[src/rtl/rename_pkg.sv]
// Shared widths, opcode encodings and the destination-write predicate
// used by the rename stage and its free-list allocator.
package rename_pkg;

  localparam int AREG_W = 5;
  localparam int PREG_W = 6;

  typedef enum logic [6:0] {
    OP_R      = 7'b0110011,
    OP_I      = 7'b0010011,
    OP_LOAD   = 7'b0000011,
    OP_STORE  = 7'b0100011,
    OP_BRANCH = 7'b1100011
  } opcode_e;

  function automatic logic writes_rd(input logic [6:0] op, input logic [AREG_W-1:0] rd);
    return (op != OP_STORE) && (op != OP_BRANCH) && (rd != '0);
  endfunction

endpackage

[src/rtl/free_list_alloc.sv]
// Physical-register free pool: lowest/second-lowest free pickers, free count,
// and per-cycle allocate/release update.
module free_list_alloc
  import rename_pkg::*;
#(
  parameter int NUM_AREGS = 32,
  parameter int NUM_PREGS = 64
) (
  input  logic              clk,
  input  logic              rst,
  input  logic              i_take_lo,
  input  logic              i_take_hi,
  input  logic              i_free_en_1,
  input  logic [PREG_W-1:0] i_free_preg_1,
  input  logic              i_free_en_2,
  input  logic [PREG_W-1:0] i_free_preg_2,
  output logic [PREG_W-1:0] o_lo_idx,
  output logic [PREG_W-1:0] o_hi_idx,
  output logic [PREG_W:0]   o_free_cnt
);

  logic [NUM_PREGS-1:0] r_free;
  logic [NUM_PREGS-1:0] w_alloc_mask;
  logic [NUM_PREGS-1:0] w_free_mask;
  logic [PREG_W-1:0]    w_lo;
  logic [PREG_W-1:0]    w_hi;
  logic [PREG_W:0]      w_cnt;

  // Scanning downward, each free bit found pushes the previous lowest into w_hi.
  always_comb begin
    w_lo  = '0;
    w_hi  = '0;
    w_cnt = '0;
    for (int unsigned i = 0; i < NUM_PREGS; i++) begin
      if (r_free[NUM_PREGS-1-i]) begin
        w_hi = w_lo;
        w_lo = PREG_W'(NUM_PREGS-1-i);
      end
      w_cnt = w_cnt + (PREG_W+1)'(r_free[i]);
    end
  end

  always_comb begin
    w_alloc_mask = '0;
    w_free_mask  = '0;
    if (i_take_lo) w_alloc_mask[w_lo] = 1'b1;
    if (i_take_hi) w_alloc_mask[w_hi] = 1'b1;
    if (i_free_en_1) w_free_mask[i_free_preg_1] = 1'b1;
    if (i_free_en_2) w_free_mask[i_free_preg_2] = 1'b1;
    w_free_mask[0] = 1'b0;
  end

  always_ff @(posedge clk or posedge rst) begin
    if (rst) begin
      for (int unsigned i = 0; i < NUM_PREGS; i++) begin
        r_free[i] <= (i >= NUM_AREGS);
      end
    end else begin
      r_free <= (r_free | w_free_mask) & ~w_alloc_mask;
    end
  end

  assign o_lo_idx   = w_lo;
  assign o_hi_idx   = w_hi;
  assign o_free_cnt = w_cnt;

endmodule

[src/rtl/rename_stage.sv]
// Two-wide register rename: RAT lookup with intra-bundle forwarding,
// free-list allocation, registered outputs to dispatch.
module rename_stage
  import rename_pkg::*;
#(
  parameter int NUM_AREGS = 32,
  parameter int NUM_PREGS = 64
) (
  input  logic              clk,
  input  logic              rst,
  input  logic              en_flag_ri,
  input  logic [6:0]        opcode_ri_1,
  input  logic [2:0]        func3_ri_1,
  input  logic [6:0]        func7_ri_1,
  input  logic [AREG_W-1:0] rs1_ri_1,
  input  logic [AREG_W-1:0] rs2_ri_1,
  input  logic [AREG_W-1:0] rd_ri_1,
  input  logic [31:0]       instr_ri_1,
  input  logic [6:0]        opcode_ri_2,
  input  logic [2:0]        func3_ri_2,
  input  logic [6:0]        func7_ri_2,
  input  logic [AREG_W-1:0] rs1_ri_2,
  input  logic [AREG_W-1:0] rs2_ri_2,
  input  logic [AREG_W-1:0] rd_ri_2,
  input  logic [31:0]       instr_ri_2,
  input  logic              free_en_1,
  input  logic [PREG_W-1:0] free_preg_1,
  input  logic              free_en_2,
  input  logic [PREG_W-1:0] free_preg_2,
  output logic              en_flag_ro,
  output logic [6:0]        opcode_ro_1,
  output logic [2:0]        func3_ro_1,
  output logic [6:0]        func7_ro_1,
  output logic [31:0]       instr_ro_1,
  output logic [PREG_W-1:0] ps1_ro_1,
  output logic [PREG_W-1:0] ps2_ro_1,
  output logic [PREG_W-1:0] pd_ro_1,
  output logic [PREG_W-1:0] old_pd_ro_1,
  output logic [6:0]        opcode_ro_2,
  output logic [2:0]        func3_ro_2,
  output logic [6:0]        func7_ro_2,
  output logic [31:0]       instr_ro_2,
  output logic [PREG_W-1:0] ps1_ro_2,
  output logic [PREG_W-1:0] ps2_ro_2,
  output logic [PREG_W-1:0] pd_ro_2,
  output logic [PREG_W-1:0] old_pd_ro_2,
  output logic              stall
);

  logic [PREG_W-1:0] r_rat [NUM_AREGS];

  logic              w_wr_1, w_wr_2, w_fire;
  logic [1:0]        w_needed;
  logic [PREG_W:0]   w_free_cnt;
  logic [PREG_W-1:0] w_lo, w_hi, w_pd_1, w_pd_2;
  logic [PREG_W-1:0] w_ps1_2, w_ps2_2, w_map_rd2;

  assign w_wr_1   = writes_rd(opcode_ri_1, rd_ri_1);
  assign w_wr_2   = writes_rd(opcode_ri_2, rd_ri_2);
  assign w_needed = {1'b0, w_wr_1} + {1'b0, w_wr_2};
  assign stall    = en_flag_ri && (w_free_cnt < (PREG_W+1)'(w_needed));
  assign w_fire   = en_flag_ri && !stall;

  // Slot 2 takes the lowest free reg itself when slot 1 does not allocate.
  assign w_pd_1 = w_lo;
  assign w_pd_2 = w_wr_1 ? w_hi : w_lo;

  assign w_ps1_2   = (w_wr_1 && rs1_ri_2 == rd_ri_1) ? w_pd_1 : r_rat[rs1_ri_2];
  assign w_ps2_2   = (w_wr_1 && rs2_ri_2 == rd_ri_1) ? w_pd_1 : r_rat[rs2_ri_2];
  assign w_map_rd2 = (w_wr_1 && rd_ri_2  == rd_ri_1) ? w_pd_1 : r_rat[rd_ri_2];

  free_list_alloc #(
    .NUM_AREGS(NUM_AREGS),
    .NUM_PREGS(NUM_PREGS)
  ) u_free_list (
    .clk          (clk),
    .rst          (rst),
    .i_take_lo    (w_fire && (w_wr_1 || w_wr_2)),
    .i_take_hi    (w_fire && w_wr_1 && w_wr_2),
    .i_free_en_1  (free_en_1),
    .i_free_preg_1(free_preg_1),
    .i_free_en_2  (free_en_2),
    .i_free_preg_2(free_preg_2),
    .o_lo_idx     (w_lo),
    .o_hi_idx     (w_hi),
    .o_free_cnt   (w_free_cnt)
  );

  always_ff @(posedge clk or posedge rst) begin
    if (rst) begin
      for (int unsigned i = 0; i < NUM_AREGS; i++) begin
        r_rat[i] <= PREG_W'(i);
      end
    end else if (w_fire) begin
      if (w_wr_1) r_rat[rd_ri_1] <= w_pd_1;
      if (w_wr_2) r_rat[rd_ri_2] <= w_pd_2;
    end
  end

  always_ff @(posedge clk or posedge rst) begin
    if (rst) begin
      en_flag_ro  <= 1'b0;
      opcode_ro_1 <= '0;
      func3_ro_1  <= '0;
      func7_ro_1  <= '0;
      instr_ro_1  <= '0;
      ps1_ro_1    <= '0;
      ps2_ro_1    <= '0;
      pd_ro_1     <= '0;
      old_pd_ro_1 <= '0;
      opcode_ro_2 <= '0;
      func3_ro_2  <= '0;
      func7_ro_2  <= '0;
      instr_ro_2  <= '0;
      ps1_ro_2    <= '0;
      ps2_ro_2    <= '0;
      pd_ro_2     <= '0;
      old_pd_ro_2 <= '0;
    end else begin
      en_flag_ro <= w_fire;
      if (w_fire) begin
        opcode_ro_1 <= opcode_ri_1;
        func3_ro_1  <= func3_ri_1;
        func7_ro_1  <= func7_ri_1;
        instr_ro_1  <= instr_ri_1;
        ps1_ro_1    <= r_rat[rs1_ri_1];
        ps2_ro_1    <= r_rat[rs2_ri_1];
        pd_ro_1     <= w_wr_1 ? w_pd_1 : r_rat[rd_ri_1];
        old_pd_ro_1 <= r_rat[rd_ri_1];
        opcode_ro_2 <= opcode_ri_2;
        func3_ro_2  <= func3_ri_2;
        func7_ro_2  <= func7_ri_2;
        instr_ro_2  <= instr_ri_2;
        ps1_ro_2    <= w_ps1_2;
        ps2_ro_2    <= w_ps2_2;
        pd_ro_2     <= w_wr_2 ? w_pd_2 : w_map_rd2;
        old_pd_ro_2 <= w_map_rd2;
      end
    end
  end

endmodule

[config.mk]
export PLATFORM = sky130hd
export DESIGN_NAME = rename_stage
export DESIGN_NICKNAME = d
export VERILOG_FILES = /design/src/rtl/rename_pkg.sv /design/src/rtl/free_list_alloc.sv /design/src/rtl/rename_stage.sv
export SDC_FILE = /design/constraint.sdc
export NUM_CORES = 2
export LEC_CHECK = 0
export CAP_MARGIN = 20
export CELL_PAD_IN_SITES_DETAIL_PLACEMENT = 2
export CELL_PAD_IN_SITES_GLOBAL_PLACEMENT = 2
export CORE_ASPECT_RATIO = 1.1
export CORE_UTILIZATION = 35
export CTS_BUF_LIST = sky130_fd_sc_hd__clkbuf_8
export DETAILED_ROUTE_END_ITERATION = 10
export GPL_TIMING_DRIVEN = 0
export PLACE_DENSITY_LB_ADDON = 0.2
export SLEW_MARGIN = 40
export SYNTH_ARGS = -nofsm -noshare
export SYNTH_HDL_FRONTEND = slang
export SYNTH_SLANG_ARGS = --single-unit
export TNS_END_PERCENT = 1
[constraint.sdc]
create_clock -name clk -period 19.1 [get_ports clk]
set_input_delay 3.82 -clock clk [delete_from_list [all_inputs] [get_ports clk]]
set_output_delay 3.82 -clock clk [all_outputs]
set_load 0.03 [all_outputs]
Figure 1. Layout detail.
Region (137, 219) to (167, 249) microns. Cells in grey, sequential cells in the stronger grey; small squares are vias.
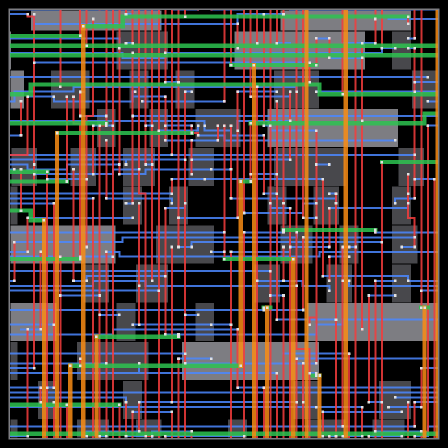
- orange: M4
- red: M2
- blue: M1
- green: M3
- most frequent: nand2_1 (6), nor2_1 (5), dfrtp_1 (5)
- sequential cells in the window: 7
- cells with their middle in the window: 44
- netlist names of flops here include: r_rat (7)

Figure 2. Track usage over the die.
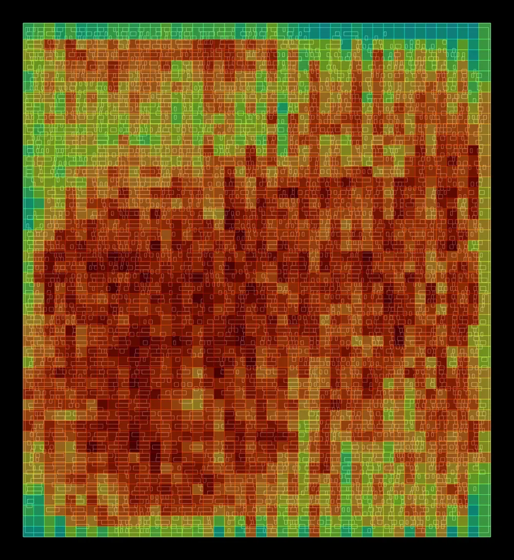
Total GRT Usage: 43.2%
GR met3 Demand/Resource: 11.4%
met1 usage: 48.0%
DR WL/cell: 40.6 microns
busiest layer in global routing: met2

Figure 3. Selected gate families.
Scale: 1.5 px per micron.
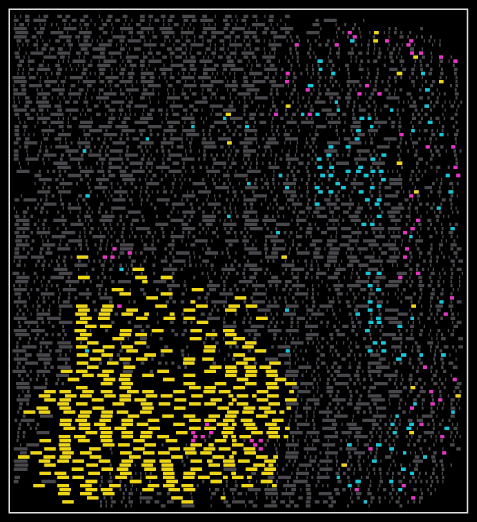
- yellow: mux cells (cells 380)
- magenta: xor and xnor cells (cells 62)
- cyan: non-inverting ao/oa cells (cells 117)
Commonest Layout Cell: nand2_1
Non-Filler Instances: 5508
Comb/total area: 55.9%

Figure 4. Signal wires on met1.
Scale: 1 px per micron. Supply wires on this layer in grey.
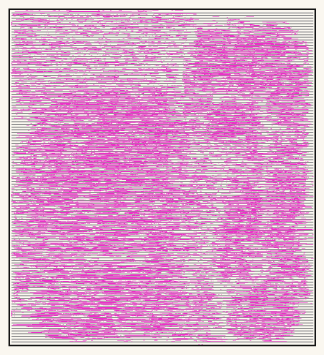
- nets with wire on the layer: 4146
- share of all routed wire: 34%
- main direction: horizontal
- longest straight run: 107 microns
Post-Route WL: 224 mm
DR vias: 39000

==> results.yml <==
# generated from flow reports
synth:
  ys_sh_xor_pct: 1.54
  synthMostInstantiatedCell: "nand2_1"
  ff_type: "dfrtp_1"
  syn-cell-area_sq_mm: 0.0352
  common_cells: "nand2_1, mux4_2, a21oi_1"
  synth-adder-area-share_pct: 4.08
  synthDistinctLibCells: 96
  synth-async-reset-ratio_pct: 100
  syn_area_per_cell_sq_um: 9.32
  postSynthNetCount: 3996
  synth-area-yosys_sq_mm: 0.0352
sta:
  timing.hold.ws_ns: 0.474
  timing.final.ws_setup_ns: 5.72
  period_used_pct: 70.0
  final_max_slew_viol_count: 0
  worst_pin_slew_ns: 1.05
  max_freq_mhz: 74.8
final_layout:
  drive_gt1_share_pct: 19.1
  reg_top3: "r_rat (192), u_free_list.r_free (64)"
  seqCellArea_sq_mm: 0.0102
  largest_register: "r_rat"
  area_delta_synth_final_pct: 18.7
  nNonClkInverters: 114
  final_nets: 4363
  largest_reg_flops: 192
  lay_top_cells: "nand2_1, mux4_2, a21oi_1, dfrtp_1, clkdlybuf4s50_1"
  flops: 403
  mi_logic_area_sq_mm: 0.0234
  comb_cells: 2913
  largest_cell_class: "multi-input combinational cells"
hold_path:
  hold_class: "reg -> reg"
  hold_depth: 2
drt:
  drt_iter0_drc: 4591
  wl_met2_mm: 103
  drtAntennaViolNets: 0
  via_per_inst: 7.07
  highest_layer: "met5"
  m1WireLength_mm: 77.1
place:
  pre_cts_slack_ns: 6.59
  dp_hpwl_mm: 173
  port-buffer-count: 271
  post-place-cells: 5355
worst_setup_path:
  critical_path.slowest_cell: "clkdlybuf4s50_1"
  worstPathArrival_ns: 9.56
  worstRegToRegCells: 28
  worstSetupPathType: "reg -> out"
  path_max_fanout: 10
  worstPathCellList: "clkbuf_1 > buf_1 > inv_1 > fa_1 > fa_1 > fa_1 > inv_1 > fa_1 > inv_1 > fa_1 > fa_1 > fa_1 > fa_1 > fa_1 > inv_1 > fa_1 > ha_1 > nor4_1 > nand2_1 > a221oi_1 > and2_1 > clkdlybuf4s50_1"
  cp_num_cells: 22
  critPathRequiredTime_ns: 15.28
  rrSetupSlack_ns: 7.75
  cp_top_family: "adder cells"
clocking:
  cts_root_buffer: "clkbuf_8"
  ctsResizeCount: 0
  cts_hold_buf: 0
outcome:
  status: "finished clean"
grt:
  grt_pass1_wl_mm: 313
  met2_usage_pct: 69.6
floorplan:
  nWellTaps: 1291
  chip_area_sq_mm: 0.102
  placementRows: 121
